===== config.mk =====
export PLATFORM = sky130hd
export DESIGN_NAME = hazard_control_unit
export DESIGN_NICKNAME = d
export VERILOG_FILES = /design/src/rtl/hazard_control_unit.sv
export SDC_FILE = /design/constraint.sdc
export NUM_CORES = 1
export LEC_CHECK = 0
export CAP_MARGIN = 20
export CORE_UTILIZATION = 24
export CTS_CLUSTER_SIZE = 8
export DETAILED_ROUTE_END_ITERATION = 6
export GPL_ROUTABILITY_DRIVEN = 0
export GPL_TIMING_DRIVEN = 1
export PLACE_DENSITY = 0.52
export SKIP_CTS_REPAIR_TIMING = 1
export SLEW_MARGIN = 10
export SYNTH_ARGS = -nofsm -noshare
export SYNTH_HDL_FRONTEND = slang
export SYNTH_SLANG_ARGS = --single-unit

===== constraint.sdc =====
create_clock -name clk -period 2.5 [get_ports clk]
set_input_delay 0.5 -clock clk [delete_from_list [all_inputs] [get_ports clk]]
set_output_delay 0.5 -clock clk [all_outputs]
set_load 0.05 [all_outputs]

===== src/rtl/hazard_control_unit.sv =====
// Pipeline hazard sequencer: load-use stalls, branch flushes and data-memory waits.
// Also keeps saturating stall/flush counters and a sticky memory-timeout flag.
module hazard_control_unit #(
  parameter int CNT_W       = 16,
  parameter int MEM_TIMEOUT = 64
) (
  input  logic             clk,
  input  logic             rst_n,
  input  logic [4:0]       rs1_de,
  input  logic [4:0]       rs2_de,
  input  logic             rs1_used_de,
  input  logic             rs2_used_de,
  input  logic [4:0]       rd_ex,
  input  logic             MemRd_ex,
  input  logic             NextPCSrc_ex,
  input  logic             dmem_req_me,
  input  logic             dmem_ready,
  output logic             stall_if,
  output logic             stall_de,
  output logic             stall_ex,
  output logic             stall_me,
  output logic             flush_de,
  output logic             flush_ex,
  output logic             flush_wb,
  output logic             mem_err,
  output logic [CNT_W-1:0] stall_cnt,
  output logic [CNT_W-1:0] flush_cnt
);

  typedef enum logic {
    RUN,
    MEM_WAIT
  } state_e;

  state_e           state_q, state_d;
  logic [7:0]       wait_q, wait_d;
  logic             err_q, err_d;
  logic [CNT_W-1:0] stall_cnt_q, flush_cnt_q;

  logic mem_wait_req, load_use;
  logic freeze, br_flush, bubble;

  assign mem_wait_req = dmem_req_me & ~dmem_ready;
  assign load_use = MemRd_ex & (rd_ex != 5'd0) &
    ((rs1_used_de & (rd_ex == rs1_de)) |
     (rs2_used_de & (rd_ex == rs2_de)));

  always_comb begin
    state_d  = state_q;
    wait_d   = wait_q;
    err_d    = err_q;
    freeze   = 1'b0;
    br_flush = 1'b0;
    bubble   = 1'b0;
    unique case (state_q)
      RUN: begin
        if (mem_wait_req) begin
          freeze  = 1'b1;
          state_d = MEM_WAIT;
          wait_d  = 8'd1;
        end else if (NextPCSrc_ex) begin
          br_flush = 1'b1;
        end else if (load_use) begin
          bubble = 1'b1;
        end
      end
      MEM_WAIT: begin
        // A dropped request ends the wait just like a ready response.
        if (!mem_wait_req) begin
          state_d = RUN;
        end else if (wait_q < 8'(MEM_TIMEOUT)) begin
          freeze = 1'b1;
          wait_d = wait_q + 8'd1;
        end else begin
          err_d   = 1'b1;
          state_d = RUN;
        end
      end
      default: state_d = RUN;
    endcase
  end

  // Outputs are forced low for the whole time reset is held.
  assign stall_if = rst_n & (freeze | bubble);
  assign stall_de = rst_n & (freeze | bubble);
  assign stall_ex = rst_n & freeze;
  assign stall_me = rst_n & freeze;
  assign flush_de = rst_n & br_flush;
  assign flush_ex = rst_n & (br_flush | bubble);
  assign flush_wb = rst_n & freeze;

  always_ff @(posedge clk or negedge rst_n) begin
    if (!rst_n) begin
      state_q     <= RUN;
      wait_q      <= 8'd0;
      err_q       <= 1'b0;
      stall_cnt_q <= '0;
      flush_cnt_q <= '0;
    end else begin
      state_q <= state_d;
      wait_q  <= wait_d;
      err_q   <= err_d;
      if (stall_if && stall_cnt_q != '1)
        stall_cnt_q <= stall_cnt_q + 1'b1;
      if ((flush_de || flush_ex) && flush_cnt_q != '1)
        flush_cnt_q <= flush_cnt_q + 1'b1;
    end
  end

  assign mem_err   = err_q;
  assign stall_cnt = stall_cnt_q;
  assign flush_cnt = flush_cnt_q;

endmodule

run_1/metal_stack.png
The bar under the picture is 20 µm long.
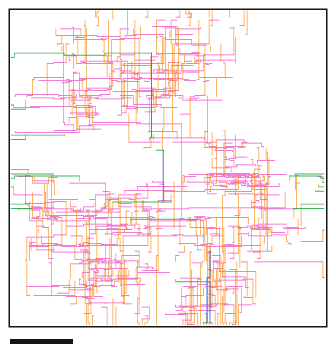
met1: marked magenta, wire length 2540 µm. met2: marked orange, wire length 2540 µm. met3: marked green, wire length 222 µm. met4: marked blue, wire length 79.1 µm.
Avg WL per Cell: 12.6 µm
GRT Total Usage: 11.2%

run_1/final_congestion.png
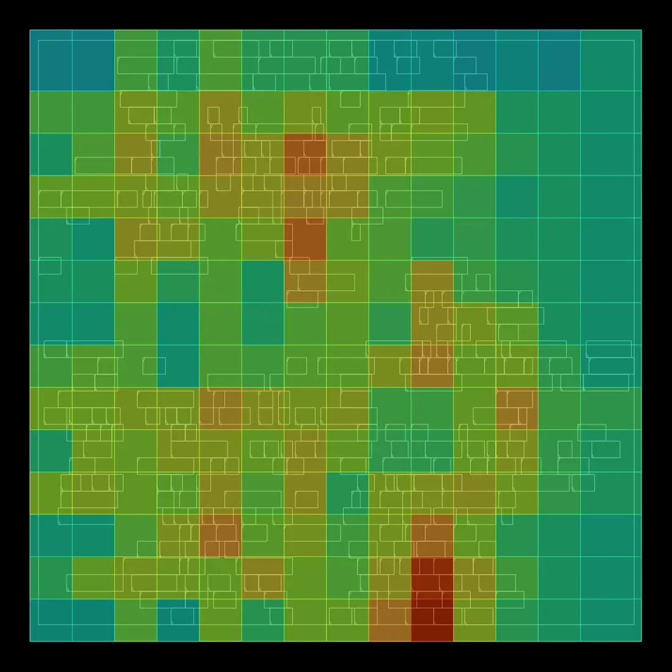
met2 Resource Use GR: 17.7%
gr busiest metal: met2

run_1/cell_classes.png
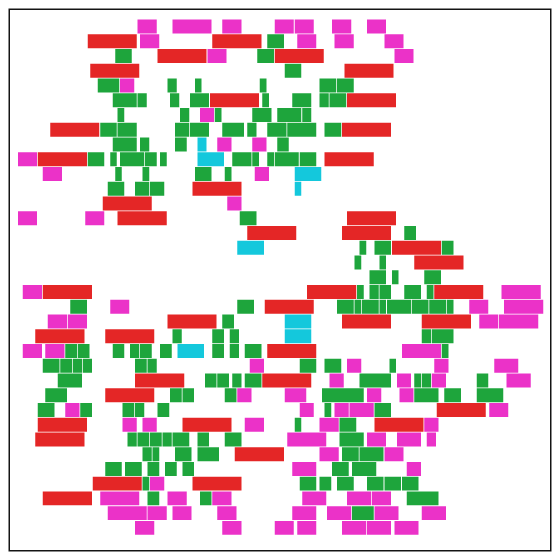
clock drivers and dummy loads: marked cyan, cells 8. other buffers and delay cells: marked magenta, cells 87. all other logic: marked green, cells 162. flip-flops: marked red, cells 42.
fin util: 37.2%
floorplan core area: 9240 µm²
Core Rows: 35

==> impl_metrics.ini, run 1 <==
; generated from flow reports
[cells_and_area]
area_growth_pct = 50.2
comb_area_share_pct = 34.7
final_cells = 428
clock_area_share_pct = 2.66

[synthesis]
ys.flop_type = dfrtp_1
top_logic_kind = simple AND/OR/NAND/NOR gates
top_area_share_pct = 46.0
fp_nets = 239
ys_top_cells_by_area = dfrtp_1 (46%), xor2_1 (9.2%), xnor2_1 (4.6%), and3_1 (3.6%), nand3_1 (3.1%)
ys_sh_xor_pct = 13.8
yosysTopAreaCell = dfrtp_1

[power]
p_switching_uw = 848

[drt]
viasPerCell = 4.33
drtIter0Drc = 67
num_vias = 1853

[sta]
relSlewSlack_pct = 63.2
fin_crit_sh_pct = 97.4
holdWs_ps = 306
clock.fmax_mhz = 411

[worst_setup_path]
critPathLaunch = rs2_de[1]
worstPathRequired_ps = 2000
startpoint_type = primary input
worstSetupPathType = primary input to output port
crit_family = buffers and inverters
timing.rr.start = state_q

[die]
die_x_um = 99.6

[placed_design]
port_buffers = 62

[clock_tree]
cts-root-buf = clkbuf_8

[outcome]
outcome = completed

[grt]
grt_overflow = 0
[run 1: how the worst min path moves through the flow]
stage	from	end	slack, ps	cells after the start
CTS	rst_n	stall_cnt[12]	330	2
global route	rst_n	mem_err	350	2
finish	rst_n	state_q	310	2
global placement	mem_err	mem_err	460	1
floorplan	rst_n	flush_cnt[0]	200	0
detailed placement	mem_err	mem_err	460	1
[run 1: synthesized netlist by cell type, drive strengths merged, types with 6 or more instances]
library cell	number
nor2	11
a21oi	8
xnor2	12
nand3	14
and3	13
buf	9
nor4	6
dfrtp	42
nand2	14
xor2	24
nor3	8
[run 1: per-layer routing]
layer | part of all wire, % | up-vias
met1 | 47 | 894
met5 | 0 | -
li1 | - | 921
met4 | 1.5 | 0
met3 | 4.1 | 8
met2 | 47 | 30
==> inputs of run 2 (changes only) <==
CTS_CLUSTER_SIZE = 14   (was 8)
run_2/cell_classes.png
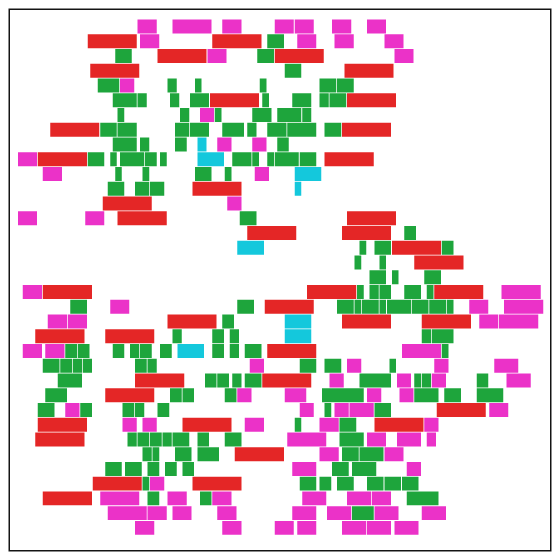
clock drivers and dummy loads: marked cyan, cells 8. other buffers and delay cells: marked magenta, cells 87. flip-flops: marked red, cells 42. all other logic: marked green, cells 162.
sequential cell area share: 30.6%
post-route cell area: 3440 µm²

run_2/registers.png
The bar under the picture is 20 µm long.
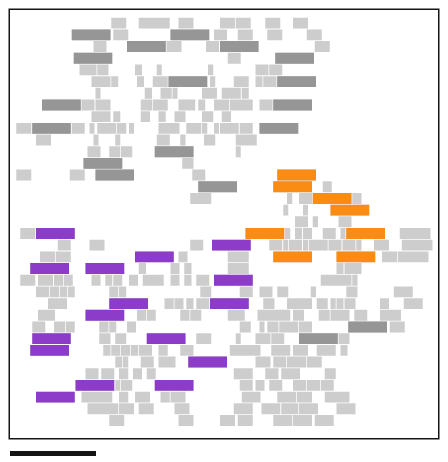
wait_q: marked orange, flops 8. stall_cnt: marked purple, flops 16.
Flop area: 1050 µm²
sequential power: 889 µW

==> impl_metrics.ini, run 2 <==
; generated from flow reports
[cells_and_area]
most-common-layout-cells = dfrtp_1 (42), clkdlybuf4s50_1 (40), xor2_1 (23), buf_4 (23)
comb_area_share_pct = 34.7
post-route-util_pct = 37.2
clock_area_share_pct = 2.66
final_cells = 428
area_growth_pct = 50.2

[worst_setup_path]
cp-endpoint = flush_ex
startpoint_type = primary input
crit_path_top_delay_cell = clkdlybuf4s50_1
timing.rr.start = state_q
r2r_setup_slack_ps = 320
crit_family = buffers and inverters
worstPathRequired_ps = 2000
worstSetupPathType = primary input to output port

[die]
die_x_um = 99.6
coreArea_um2 = 9240
row_count = 35

[synthesis]
top_cell = dfrtp_1
ys.flop_type = dfrtp_1
ys_sh_xor_pct = 13.8
top_logic_kind = simple AND/OR/NAND/NOR gates
yosysTopAreaCell = dfrtp_1
top_area_share_pct = 46.0
ys_top_cells_by_area = dfrtp_1 (46%), xor2_1 (9.2%), xnor2_1 (4.6%), and3_1 (3.6%), nand3_1 (3.1%)
yosys.cell_types.count = 42
fp_nets = 239

[grt]
grt_overflow = 0

[drt]
viasPerCell = 4.33
wl_per_cell_um = 12.6
drtIter0Drc = 67
wirelength_um = 5380

[outcome]
outcome = completed

[job]
drv_cap = 0

[sta]
clock.fmax_mhz = 411
fin_crit_sh_pct = 97.4
holdWs_ps = 306

[clock_tree]
cts-root-buf = clkbuf_8
[run 2: cell counts in the layout (fill, tap and decap cells not counted)]
No cell type changed its count.
[run 2: power by group]
part	internal (mW)	total [mW]	switching (mW)	leakage [nW]
logic	0.310	0.811	0.500	0.996
clock network	0.223	0.457	0.234	0.0482
registers	0.774	0.889	0.115	0.556
[run 2: per-layer routing]
| layer | share of wire, % | GRT usage [%] | wire, µm | vias up |
|---|---|---|---|---|
| li1 | - | - | - | 921 |
| met1 | 47 | 14.7 | 2540 | 894 |
| met2 | 47 | 17.7 | 2540 | 30 |
| met3 | 4.1 | 3.30 | 222 | 8 |
| met4 | 1.5 | 3.28 | 79 | 0 |
| met5 | 0 | 0 | 0 | - |
run_2/metal_stack.png
The bar under the picture is 20 µm long.
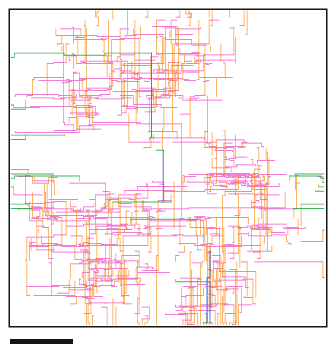

==> inputs of run 3 (changes only) <==
CORE_UTILIZATION = 43   (was 24)
PLACE_DENSITY = 0.82   (was 0.52)
clock period = 2.05 ns   (was 2.5 ns; I/O delays follow)
run_3/metal_stack.png
The bar under the picture is 20 µm long.
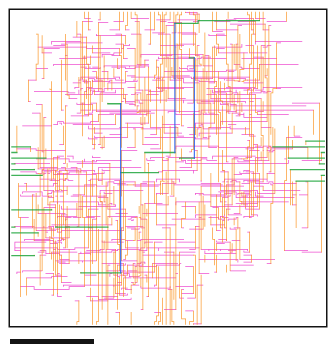
met3: marked green, wire length 157 µm. met2: marked orange, wire length 2950 µm. met4: marked blue, wire length 94.5 µm. met1: marked magenta, wire length 2370 µm.
GRT Total Usage: 20.0%
DRT Wirelength: 5570 µm

==> impl_metrics.ini, run 3 <==
; generated from flow reports
[outcome]
outcome = complete, but fails checks
violations = setup timing

[drt]
viasPerCell = 5.12
drtIter0Drc = 89

[worst_setup_path]
worstPathRequired_ps = 1640
timing.rr.start = stall_cnt[1]
worstSetupPathType = primary input to output port
startpoint_type = primary input
critPathLaunch = rs1_de[1]
crit_path_top_delay_cell = nor4_4
cp-endpoint = stall_de
crit_family = buffers and inverters

[sta]
relSlewSlack_pct = 64.2
final-setup-viol-count = 3
holdWs_ps = 310
setup_slack_ps = -132
fin_crit_sh_pct = 106

[die]
row_count = 26
die_x_um = 74.9
coreArea_um2 = 5110

[power]
maxPowerGroup = sequential cells
combPwrFrac_pct = 38.5
pg_clk_uw = 542
swShare_pct = 39.5
clockPowerShare_pct = 20.3
p_switching_mw = 1.05
pwr-share-seq_pct = 41.2
p_int_mw = 1.61

[cells_and_area]
clock_area_share_pct = 2.63
seq_share_pct = 30.9
final_cells = 369
comb_area_share_pct = 37.7
most-common-layout-cells = dfrtp_1 (36), clkdlybuf4s50_1 (35), buf_4 (26)
area_growth_pct = 50.0

[synthesis]
ys_top_cells_by_area = dfrtp_1 (46%), xor2_1 (9.2%), xnor2_1 (4.6%), and3_1 (3.6%), nand3_1 (3.1%)
top_cells_by_count = dfrtp_1 (42), xor2_1 (24), nand3_1 (14), and3_1 (13), nand2_1 (13)
ys.flop_type = dfrtp_1
top_cell = dfrtp_1
fp_nets = 239
yosysTopAreaCell = dfrtp_1
top_area_share_pct = 46.0

[grt]
grt_overflow = 0

[placed_design]
port_buffers = 62
run_3/wire_density.png
The bar under the picture is 20 µm long. The die is cut into 15 by 15 equal tiles; dark blue is low, red is high, scaled to the fullest tile. Values are wire area over tile area, all layers added.
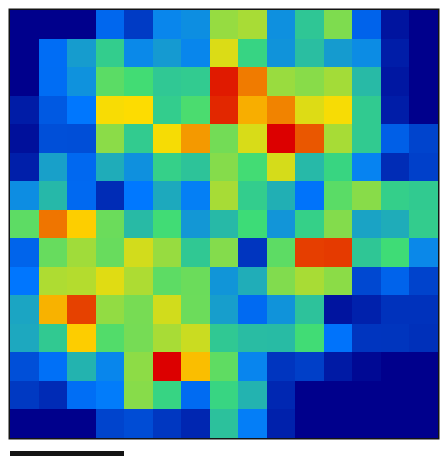
34% of the tiles are over half the peak. The emptiest ninth of the die: bottom right. The densest ninth of the die: top middle.
Vias: 1888
Avg WL per Cell: 15.1 µm

-- run 3: cell counts after synthesis --
Identical to the previous run, type by type.
-- run 3: worst register-to-register path, cell delays in order (launching register included) --
cell,delay [ps]
dfrtp_2,400
ha_2,190
and3_1,200
and3_4,220
and2_1,270
nand2_4,60
and2_4,160
mux2_1,310
-- run 3: per-layer routing --
metal / share of wire, % / wire length [µm] / vias to the layer above / track usage [%]
met4: 1.7 / 94 / 0 / 8.60
met1: 42 / 2370 / 932 / 25.2
li1: - / - / 922 / -
met5: 0 / 0 / - / 0
met2: 53 / 2950 / 27 / 33.5
met3: 2.8 / 156 / 7 / 4.02
-- run 3: cell families after synthesis --
kind of cell / share of synthesized area (%)
compound gates: 7.22
fa+ha+maj: 1.64
mux: 2.46
flops: 46.0
simple gates: 24.9
buf+inv: 3.99
xor+xnor: 13.8
Power is estimated from default activity; no workload was simulated.
